Run 1, PDN straps and rails:
Drawn at 6 px/um. Pins as bars on the die edge. Tap cells in grey.
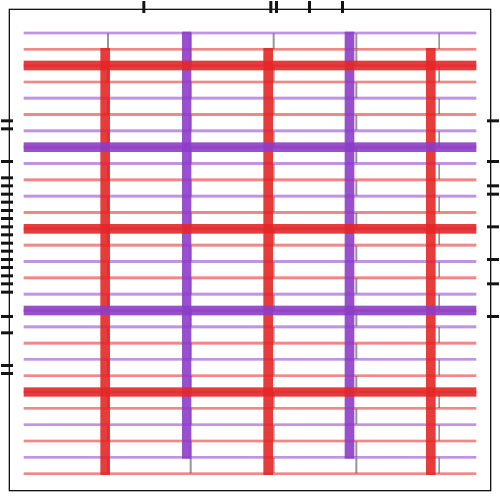
Run 1, cells coloured by class:
Drawn at 6 px/um. Fill, decap, tap and diode cells in grey.
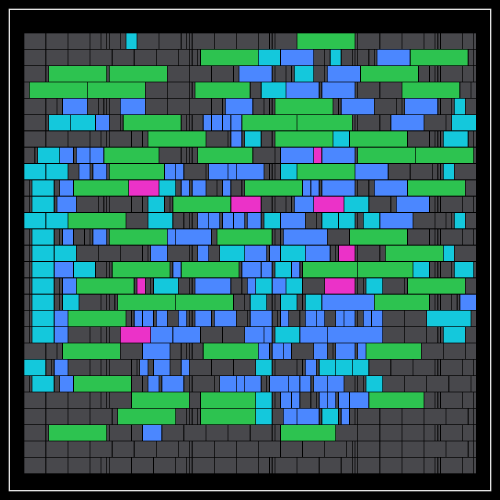
Run 1, clock wires, drivers and flops:
Drawn at 4 px/um.
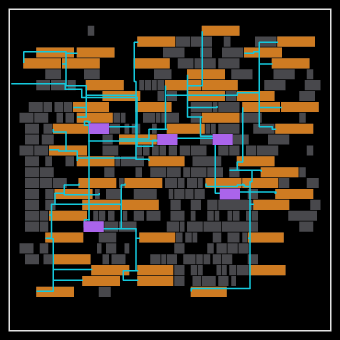
File: src/rtl/divmmc_spi_if.sv
// CPU-side bus strobes and SD-card SPI pins of the DivMMC SPI master.
// slave = the SPI block, master = the CPU bus / card side driving it.
interface divmmc_spi_if;
  logic       iorq;
  logic       rd;
  logic       wr;
  logic [7:0] a;
  logic [7:0] d;
  logic [7:0] q;
  logic [1:0] cs;
  logic       sck;
  logic       mosi;
  logic       miso;
  logic       busy;

  modport master (
    output iorq, rd, wr, a, d, miso,
    input  q, cs, sck, mosi, busy
  );

  modport slave (
    input  iorq, rd, wr, a, d, miso,
    output q, cs, sck, mosi, busy
  );
endinterface

File: src/rtl/divmmc_spi.sv
// DivMMC SPI master: port 0xE7 sets card selects, each 0xEB access runs one mode-0 byte transfer.
// A bus trigger is registered, then acted on one cycle later; 0xEB triggers while busy are dropped.
module divmmc_spi #(
  parameter int unsigned DIV = 2
) (
  input  logic        clock,
  input  logic        reset,
  divmmc_spi_if.slave bus
);

  localparam logic [7:0] PORT_CS   = 8'hE7;
  localparam logic [7:0] PORT_DATA = 8'hEB;
  localparam logic [7:0] PH_LAST   = 8'(DIV - 1);

  typedef enum logic {IDLE, SHIFT} state_t;

  state_t      state_q, state_d;
  logic        acc_q, acc_d;
  logic        start_q, start_d;
  logic [7:0]  txv_q, txv_d;
  logic        cs_wr_q, cs_wr_d;
  logic [1:0]  csv_q, csv_d;
  logic [7:0]  phase_q, phase_d;
  logic [2:0]  bitcnt_q, bitcnt_d;
  logic        sck_q, sck_d;
  logic        mosi_q, mosi_d;
  logic [7:0]  tx_q, tx_d;
  logic [7:0]  rx_q, rx_d;
  logic [7:0]  q_q, q_d;
  logic        busy_q, busy_d;
  logic [1:0]  cs_q, cs_d;

  logic acc_now;
  logic trig;

  assign acc_now = !bus.iorq && (!bus.rd || !bus.wr) &&
                   ((bus.a == PORT_CS) || (bus.a == PORT_DATA));
  assign trig    = acc_now && !acc_q;

  always_comb begin
    state_d  = state_q;
    phase_d  = phase_q;
    bitcnt_d = bitcnt_q;
    sck_d    = sck_q;
    mosi_d   = mosi_q;
    tx_d     = tx_q;
    rx_d     = rx_q;
    q_d      = q_q;
    busy_d   = busy_q;
    cs_d     = cs_q;

    acc_d    = acc_now;
    cs_wr_d  = trig && (bus.a == PORT_CS) && !bus.wr;
    csv_d    = bus.d[1:0];
    // Busy is judged at the sampling edge, so a trigger landing on the completion edge is dropped.
    start_d  = trig && (bus.a == PORT_DATA) && (state_q == IDLE);
    txv_d    = !bus.wr ? bus.d : 8'hFF;

    if (cs_wr_q) cs_d = csv_q;

    unique case (state_q)
      IDLE: begin
        if (start_q) begin
          state_d  = SHIFT;
          tx_d     = txv_q;
          mosi_d   = txv_q[7];
          busy_d   = 1'b1;
          phase_d  = '0;
          bitcnt_d = '0;
          sck_d    = 1'b0;
        end
      end
      SHIFT: begin
        if (phase_q == PH_LAST) begin
          phase_d = '0;
          sck_d   = !sck_q;
          if (!sck_q) begin
            rx_d = {rx_q[6:0], bus.miso};
          end else begin
            bitcnt_d = bitcnt_q + 3'd1;
            if (bitcnt_q == 3'd7) begin
              state_d = IDLE;
              q_d     = rx_q;
              busy_d  = 1'b0;
              mosi_d  = 1'b1;
              sck_d   = 1'b0;
            end else begin
              tx_d   = {tx_q[6:0], 1'b0};
              mosi_d = tx_q[6];
            end
          end
        end else begin
          phase_d = phase_q + 8'd1;
        end
      end
    endcase
  end

  always_ff @(posedge clock or posedge reset) begin
    if (reset) begin
      state_q  <= IDLE;
      acc_q    <= 1'b0;
      start_q  <= 1'b0;
      txv_q    <= 8'hFF;
      cs_wr_q  <= 1'b0;
      csv_q    <= 2'b11;
      phase_q  <= '0;
      bitcnt_q <= '0;
      sck_q    <= 1'b0;
      mosi_q   <= 1'b1;
      tx_q     <= 8'hFF;
      rx_q     <= 8'hFF;
      q_q      <= 8'hFF;
      busy_q   <= 1'b0;
      cs_q     <= 2'b11;
    end else begin
      state_q  <= state_d;
      acc_q    <= acc_d;
      start_q  <= start_d;
      txv_q    <= txv_d;
      cs_wr_q  <= cs_wr_d;
      csv_q    <= csv_d;
      phase_q  <= phase_d;
      bitcnt_q <= bitcnt_d;
      sck_q    <= sck_d;
      mosi_q   <= mosi_d;
      tx_q     <= tx_d;
      rx_q     <= rx_d;
      q_q      <= q_d;
      busy_q   <= busy_d;
      cs_q     <= cs_d;
    end
  end

  assign bus.q    = q_q;
  assign bus.cs   = cs_q;
  assign bus.sck  = sck_q;
  assign bus.mosi = mosi_q;
  assign bus.busy = busy_q;

endmodule

File: src/flat_wrapper.sv
// flat-port wrapper written by rule: the top's interface ports become plain ports
module divmmc_spi_flat 
#(
  parameter int unsigned DIV = 2
)
  (clock, reset, bus_iorq, bus_rd, bus_wr, bus_a, bus_d, bus_miso, bus_q, bus_cs, bus_sck, bus_mosi, bus_busy);
  divmmc_spi_if bus_i ();
  input  logic clock;
  input  logic reset;
  input wire logic [$bits(bus_i.iorq)-1:0] bus_iorq;
  input wire logic [$bits(bus_i.rd)-1:0] bus_rd;
  input wire logic [$bits(bus_i.wr)-1:0] bus_wr;
  input wire logic [$bits(bus_i.a)-1:0] bus_a;
  input wire logic [$bits(bus_i.d)-1:0] bus_d;
  input wire logic [$bits(bus_i.miso)-1:0] bus_miso;
  output wire logic [$bits(bus_i.q)-1:0] bus_q;
  output wire logic [$bits(bus_i.cs)-1:0] bus_cs;
  output wire logic [$bits(bus_i.sck)-1:0] bus_sck;
  output wire logic [$bits(bus_i.mosi)-1:0] bus_mosi;
  output wire logic [$bits(bus_i.busy)-1:0] bus_busy;
  assign bus_i.iorq = bus_iorq;
  assign bus_i.rd = bus_rd;
  assign bus_i.wr = bus_wr;
  assign bus_i.a = bus_a;
  assign bus_i.d = bus_d;
  assign bus_i.miso = bus_miso;
  assign bus_q = bus_i.q;
  assign bus_cs = bus_i.cs;
  assign bus_sck = bus_i.sck;
  assign bus_mosi = bus_i.mosi;
  assign bus_busy = bus_i.busy;
  divmmc_spi #(.DIV(DIV)) u_core (.clock(clock), .reset(reset), .bus(bus_i));
endmodule
File: config.mk
export PLATFORM = sky130hd
export DESIGN_NAME = divmmc_spi_flat
export DESIGN_NICKNAME = d
export VERILOG_FILES = /design/src/rtl/divmmc_spi_if.sv /design/src/rtl/divmmc_spi.sv /design/src/flat_wrapper.sv
export SDC_FILE = /design/constraint.sdc
export NUM_CORES = 1
export LEC_CHECK = 0
export CORE_MARGIN = 2
export CORE_UTILIZATION = 40
export DETAILED_ROUTE_END_ITERATION = 10
export HOLD_SLACK_MARGIN = 0.05
export PLACE_DENSITY = 0.68
export SYNTH_ARGS = -nofsm -noshare
export SYNTH_HDL_FRONTEND = slang
export SYNTH_SLANG_ARGS = --single-unit
File: constraint.sdc
create_clock -name clock -period 1.65 [get_ports clock]
set_input_delay 0.495 -clock clock [delete_from_list [all_inputs] [get_ports clock]]
set_output_delay 0.495 -clock clock [all_outputs]
set_load 0.02 [all_outputs]
==> impl_metrics.py, run 1 <==
# Metrics from the implementation run
metrics = {
    "min_path": {
        "hold_class": "reg -> reg",
        "holdPathEnd": "u_core.cs_wr_q$_DFF_PP0_",
        "hold_depth": 1,
        "hp-start": "u_core.acc_q$_DFF_PP0_",
    },
    "floorplanning": {
        "initial_core_util": 0.4169,
        "io_pins": 35,
        "die_x_um": 79.99,
        "dieArea_sq_mm": 0.006398,
        "fp-row-count": 27,
        "taps": 72,
        "die_y_um": 79.99,
    },
    "layout": {
        "final_cell_mix": "dfstp_2, buf_4, clkdlybuf4s50_1",
        "drive_gt1_frac": 0.5040,
        "final_core_util": 0.5646,
        "area_delta_synth_final_pct": 35.43,
        "buffer_area_frac": 0.1872,
        "comb_share": 0.3140,
        "fill_cells": 476,
        "nNonClkBuffers": 66,
        "seq_share": 0.4384,
        "ff_latch_area_sq_mm": 0.001371,
        "inverters_excl_clock": 3,
        "antennaDiodeCount": 0,
        "nNetsFinal": 277,
        "final_area_sq_mm": 0.003128,
        "largest_class": "registers",
        "clkCellAreaFrac": 0.02680,
        "mi_logic_area_sq_um": 982.2,
        "seq_cell_count": 53,
        "instances_no_fill": 324,
        "multi_input_comb_cells": 122,
        "final_common_cell": "dfstp_2",
        "nClkBuffers": 7,
    },
    "setup_path": {
        "ff2ff_setup_slack_ns": -0.11,
        "cpPeakStageDelay_ns": 0.41,
        "worstPathArrival_ns": 2.00,
        "crit_path_cell_trace": "inv_2 > ha_4 > nor4b_4 > nand2_2 > or3_4 > buf_4 > mux2_4",
        "cpMaxStageDelayCell": "dfrtp_1",
        "cp-start-kind": "flop",
        "crit_fanout": 4,
        "regToRegStartpoint": "u_core.phase_q[1]$_DFFE_PP0P_",
        "worstSetupPathType": "reg -> reg",
        "crit_path_end_kind": "flop",
        "cp-endpoint": "u_core.rx_q[4]$_DFFE_PP1P_",
        "rr_worst_depth": 7,
        "reg2reg_to": "u_core.rx_q[4]$_DFFE_PP1P_",
        "path_buffers": 2,
        "cp-startpoint": "u_core.phase_q[1]$_DFFE_PP0P_",
        "worst-endpoint-required_ns": 1.89,
        "cp_num_cells": 7,
        "critPathTopFamily": "simple AND/OR/NAND/NOR gates",
    },
    "synthesis": {
        "largest_area_cell": "dfstp_2",
        "ys_warn_count": 0,
        "area_leaders": "dfstp_2, dfrtp_1, mux2_4, mux2_1, nand2_1",
        "post_synth.cell_area_avg_sq_um": 12.42,
        "post_synth_inst_count": 186,
        "top_cell": "dfstp_2",
        "synth_async_sr_flop_share": 1.000,
        "synth-edff-count": 0,
        "synth.distinct_cells": 41,
        "ys_cells": 186,
        "numSynthFlops": 53,
        "ys_seq_frac": 0.5937,
        "yosys_most_used_dff": "dfstp_2",
        "synth_top_area_share": 0.4095,
        "syn-num-nets": 212,
        "top_cells_by_count": "dfstp_2, nand2_1, dfrtp_1, o21ai_0",
        "synth_area_sq_mm": 0.002310,
        "ys_area_sq_mm": 0.002310,
    },
    "final_timing": {
        "finalSetupTns_ns": -1.231,
        "fmax_ghz": 0.5680,
        "fin_crit_ns": 1.761,
        "report.final.slew_viol_count": 0,
        "setup_ws_ns": -0.1107,
        "finalHoldViolCount": 0,
        "tightest_slew_ns": 0.4034,
        "worst_hold_slack_ns": 0.4432,
        "setup_viol_count_final": 20,
        "rsz0062_at_grt": "yes",
        "period_used_share": 1.067,
        "slew_headroom": 0.7305,
    },
    "placement": {
        "place_inst": 308,
        "placed_area_sq_mm": 0.002935,
        "hpwl_um": 3061,
        "io_buffers": 34,
        "gp_congestion": 0.7867,
        "pre_cts_slack_ns": -0.1351,
    },
    "clocking": {
        "clk_root_buffer_cell": "clkbuf_8",
        "clock_sinks": 53,
        "cts_tree": "done",
        "clk_pin_slew_ns": 0.09,
        "cts_buffers": 5,
        "ctsLongestPathBuffers": 2,
        "htree_levels": 2,
    },
    "pwr": {
        "p_clk_frac": 0.250,
        "finalPower_w": 0.002852,
        "p_seq_frac": 0.545,
        "powerClk_w": 0.000712,
        "power_density_mw_per_mm2": 911.8,
        "leakagePower_nw": 1.357,
        "p_comb_frac": 0.205,
        "top_power_group": "registers",
        "internal_power_w": 0.002110,
        "p_seq_w": 0.00155,
        "p_switching_w": 0.0007418,
        "p_sw_frac": 0.2601,
        "comb_cell_power_w": 0.000586,
    },
    "route": {
        "ant_nets": 0,
        "vias_per_cell": 4.917,
        "wl_um": 4499,
        "wire_per_inst_um": 13.89,
        "drc": 0,
        "drt_iter0_drc": 63,
        "first_pass_iters": 4,
        "vias": 1593,
    },
    "global_routing": {
        "grt.total_usage": 0.1462,
        "grt_pass1_vias": 1572,
        "grt_overflow": 0,
        "grt_max_degree": 54,
        "antenna_found_initial": 0,
        "grt_pass1_wl_um": 7272,
    },
    "job": {
        "cap_violations": 0,
        "warnings": 30,
    },
    "run_status": {
        "status": "finished, violations left",
        "violations": "setup timing",
    },
}
Notes on 'PDN straps and rails' above:
| colour | net |
|---|---|
| purple | VDD |
| red | VSS |
met4 straps: 5
rows: 27
signal pins: 35
Max rail drop VDD: 0.0005576 V
Core Footprint: 0.005540 sq mm

Notes on 'cells coloured by class' above:
| colour | class | cells | share of their area |
|---|---|---|---|
| green | sequential cells | 53 | 45% |
| magenta | clock drivers and dummy loads | 8 | 2.8% |
| cyan | remaining buffers and delay cells | 66 | 19% |
| blue | remaining logic cells | 125 | 33% |

Notes on 'clock wires, drivers and flops' above:
[orange] flip-flops | count: 53
[purple] clock-net drivers | count: 5
[cyan] clock wires | length: 631 um
routed clock nets: 6
flops lie: all over the die
clock skew: 0.008716 ns
clk_lat worst skew: 0.30 ns

==> run 1: per-layer routing <==
layer  wire length [um]  vias up  global-route usage
met4                 36        0             0.04068
met1               2014      767              0.1921
li1                   -      783                   -
met2               2231       38              0.2383
met5                  0        -                   0
met3                216        5             0.03846
==> run 1: cell families (layout without fill, tap and decap cells) <==
group                    count (synthesis)  in the layout  synth area share
AND-OR/OR-AND                           30             30           0.07801
adder cells (fa/ha/maj)                  4              4           0.02167
flip-flops                              53             53            0.5937
buffers and inverters                   11             77           0.02221
XOR/XNOR                                 3              3           0.01138
AND/OR/NAND/NOR                         64             64            0.1593
multiplexers                            21             21            0.1138
==> run 1: what timing repair did <==
item                       in CTS  in global routing
setup endpoints to repair      37                 34
hold buffers                    0                  0
pin swaps                       4                 12
gates resized                  37                 18
gates cloned                    0                  1
setup buffers                   2                  5
==> run 1 -> run 2 <==
--- a/config.mk
+++ b/config.mk
@@ -5,6 +5,7 @@
 export SDC_FILE = /design/constraint.sdc
 export NUM_CORES = 1
 export LEC_CHECK = 0
+export ABC_CLOCK_PERIOD_IN_PS = 1650
 export CORE_MARGIN = 2
 export CORE_UTILIZATION = 40
 export DETAILED_ROUTE_END_ITERATION = 10
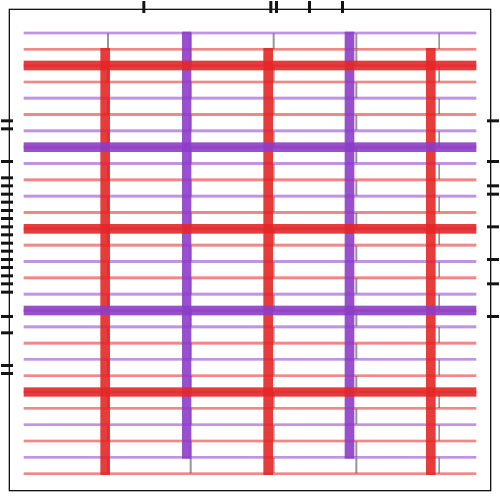
Run 2: PDN straps and rails
Drawn at 6 px/um. Pins as bars on the die edge. Tap cells in grey.
| colour | net |
|---|---|
| red | VSS |
| purple | VDD |
met5 straps: 5
signal pins: 35
tap cells: 72
met1 rails: 28
die width: 79.99 um
die height: 79.99 um

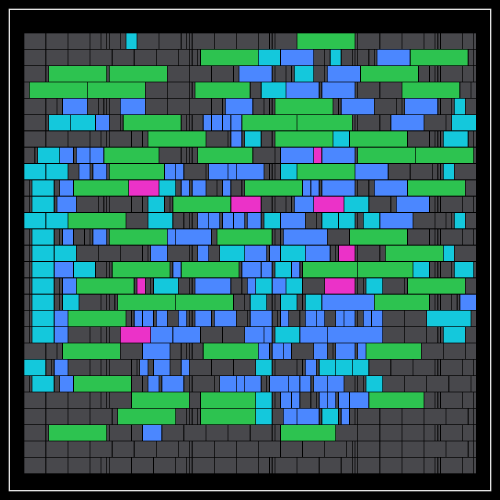
Run 2: cells coloured by class
Drawn at 6 px/um. Fill, decap, tap and diode cells in grey.
fin util: 0.5646
flop share of the area: 0.4384
num rows: 27

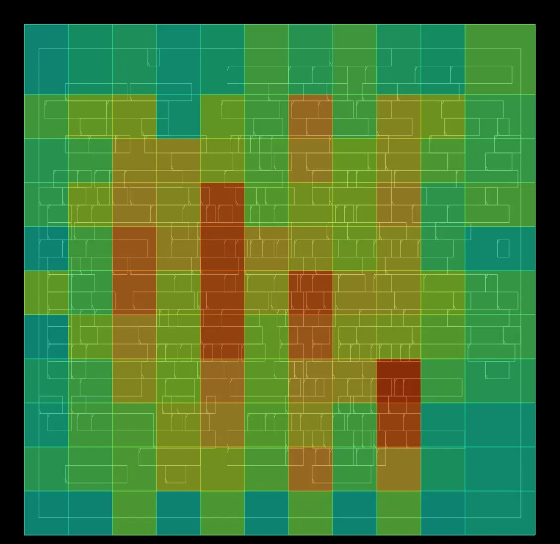
Run 2: track usage over the die
GRT Max-Usage Layer: met2
Total GRT Usage: 0.1462

==> impl_metrics.py, run 2 <==
# Metrics from the implementation run
metrics = {
    "synthesis": {
        "synth_async_sr_flop_share": 1.000,
        "ys_sh_mux": 0.1138,
        "ys_area_sq_mm": 0.002310,
        "ys_seq_frac": 0.5937,
        "largest_area_cell": "dfstp_2",
        "numSynthFlops": 53,
        "adder_share": 0.02167,
        "synth-edff-count": 0,
        "post_synth.cell_area_avg_sq_um": 12.42,
        "synth_top_area_share": 0.4095,
        "ys_sh_simple": 0.1593,
        "ys_cells": 186,
    },
    "global_routing": {
        "use_met2": 0.2383,
        "grt_pass1_wl_um": 7272,
        "antenna_found_initial": 0,
        "grt_max_degree": 54,
        "grt_pass1_vias": 1572,
        "met1_usage": 0.1921,
    },
    "setup_path": {
        "worstSetupPathType": "reg -> reg",
        "cpPeakStageDelay_ns": 0.41,
        "worstPathArrival_ns": 2.00,
        "reg2reg_to": "u_core.rx_q[4]$_DFFE_PP1P_",
        "crit_path_end_kind": "flop",
        "cp-startpoint": "u_core.phase_q[1]$_DFFE_PP0P_",
        "regToRegStartpoint": "u_core.phase_q[1]$_DFFE_PP0P_",
        "ff2ff_setup_slack_ns": -0.11,
    },
    "route": {
        "first_pass_iters": 4,
        "vias": 1593,
        "wire_per_inst_um": 13.89,
        "ant_nets": 0,
        "met2_length_um": 2231,
        "drc": 0,
        "drt_iter0_drc": 63,
    },
    "final_timing": {
        "setup_viol_count_final": 20,
        "skew_ns": 0.008716,
        "fin_crit_ns": 1.761,
        "finalSetupTns_ns": -1.231,
        "worst_hold_slack_ns": 0.4432,
        "setup_ws_ns": -0.1107,
        "period_used_share": 1.067,
        "finalHoldViolCount": 0,
        "fmax_ghz": 0.5680,
    },
    "layout": {
        "drive_gt1_frac": 0.5040,
        "area_delta_synth_final_pct": 35.43,
        "instances_no_fill": 324,
        "final_area_sq_mm": 0.003128,
        "nNetsFinal": 277,
        "fill_cells": 476,
        "antennaDiodeCount": 0,
    },
    "clocking": {
        "clk_root_buffer_cell": "clkbuf_8",
        "ctsResizeCount": 37,
        "clock_sinks": 53,
        "clk_pin_slew_ns": 0.09,
        "cts_tree": "done",
        "clk-insertion-delay-late_ns": 0.30,
        "post-cts-setup-buffers": 2,
    },
    "min_path": {
        "hp-start": "u_core.acc_q$_DFF_PP0_",
        "hold_class": "reg -> reg",
        "hold_depth": 1,
    },
    "run_status": {
        "status": "finished, violations left",
        "violations": "setup timing",
    },
    "pwr": {
        "peakVddDrop_v": 0.0005576,
        "p_sw_frac": 0.2601,
        "finalPower_w": 0.002852,
        "p_clk_frac": 0.250,
        "p_comb_frac": 0.205,
        "power_density_mw_per_mm2": 911.8,
        "p_switching_w": 0.0007418,
        "internal_power_w": 0.002110,
        "leakagePower_nw": 1.357,
        "powerClk_w": 0.000712,
    },
    "floorplanning": {
        "core_area_sq_mm": 0.005540,
        "dieArea_sq_mm": 0.006398,
    },
    "placement": {
        "placed_area_sq_mm": 0.002935,
        "io_buffers": 34,
        "gp_congestion": 0.7867,
    },
    "job": {
        "cap_violations": 0,
        "warnings": 30,
    },
}
## run 2: cell counts in the layout (fill, tap and decap cells not counted)
No cell type changed its count.
## run 2: worst max-delay path: cells and delay by family, from the launching register on
kind / cells / cell delay [ns]
fa+ha+maj: 1 / 0.11
buf+inv: 2 / 0.24
flops: 1 / 0.41
mux: 1 / 0.29
simple gates: 3 / 0.66
## run 2: final cells by class
type / count / area (sq um) / share of cell area
sequential: 53 / 1371 / 0.4384
multi-input combinational: 122 / 982.2 / 0.3140
timing repair buffer: 66 / 585.6 / 0.1872
tap: 72 / 90.09 / 0.02880
clock buffer: 7 / 76.32 / 0.02440
inverter: 3 / 15.01 / 0.004800
clock inverter: 1 / 7.507 / 0.002400
Power is estimated from default activity; no workload was simulated.
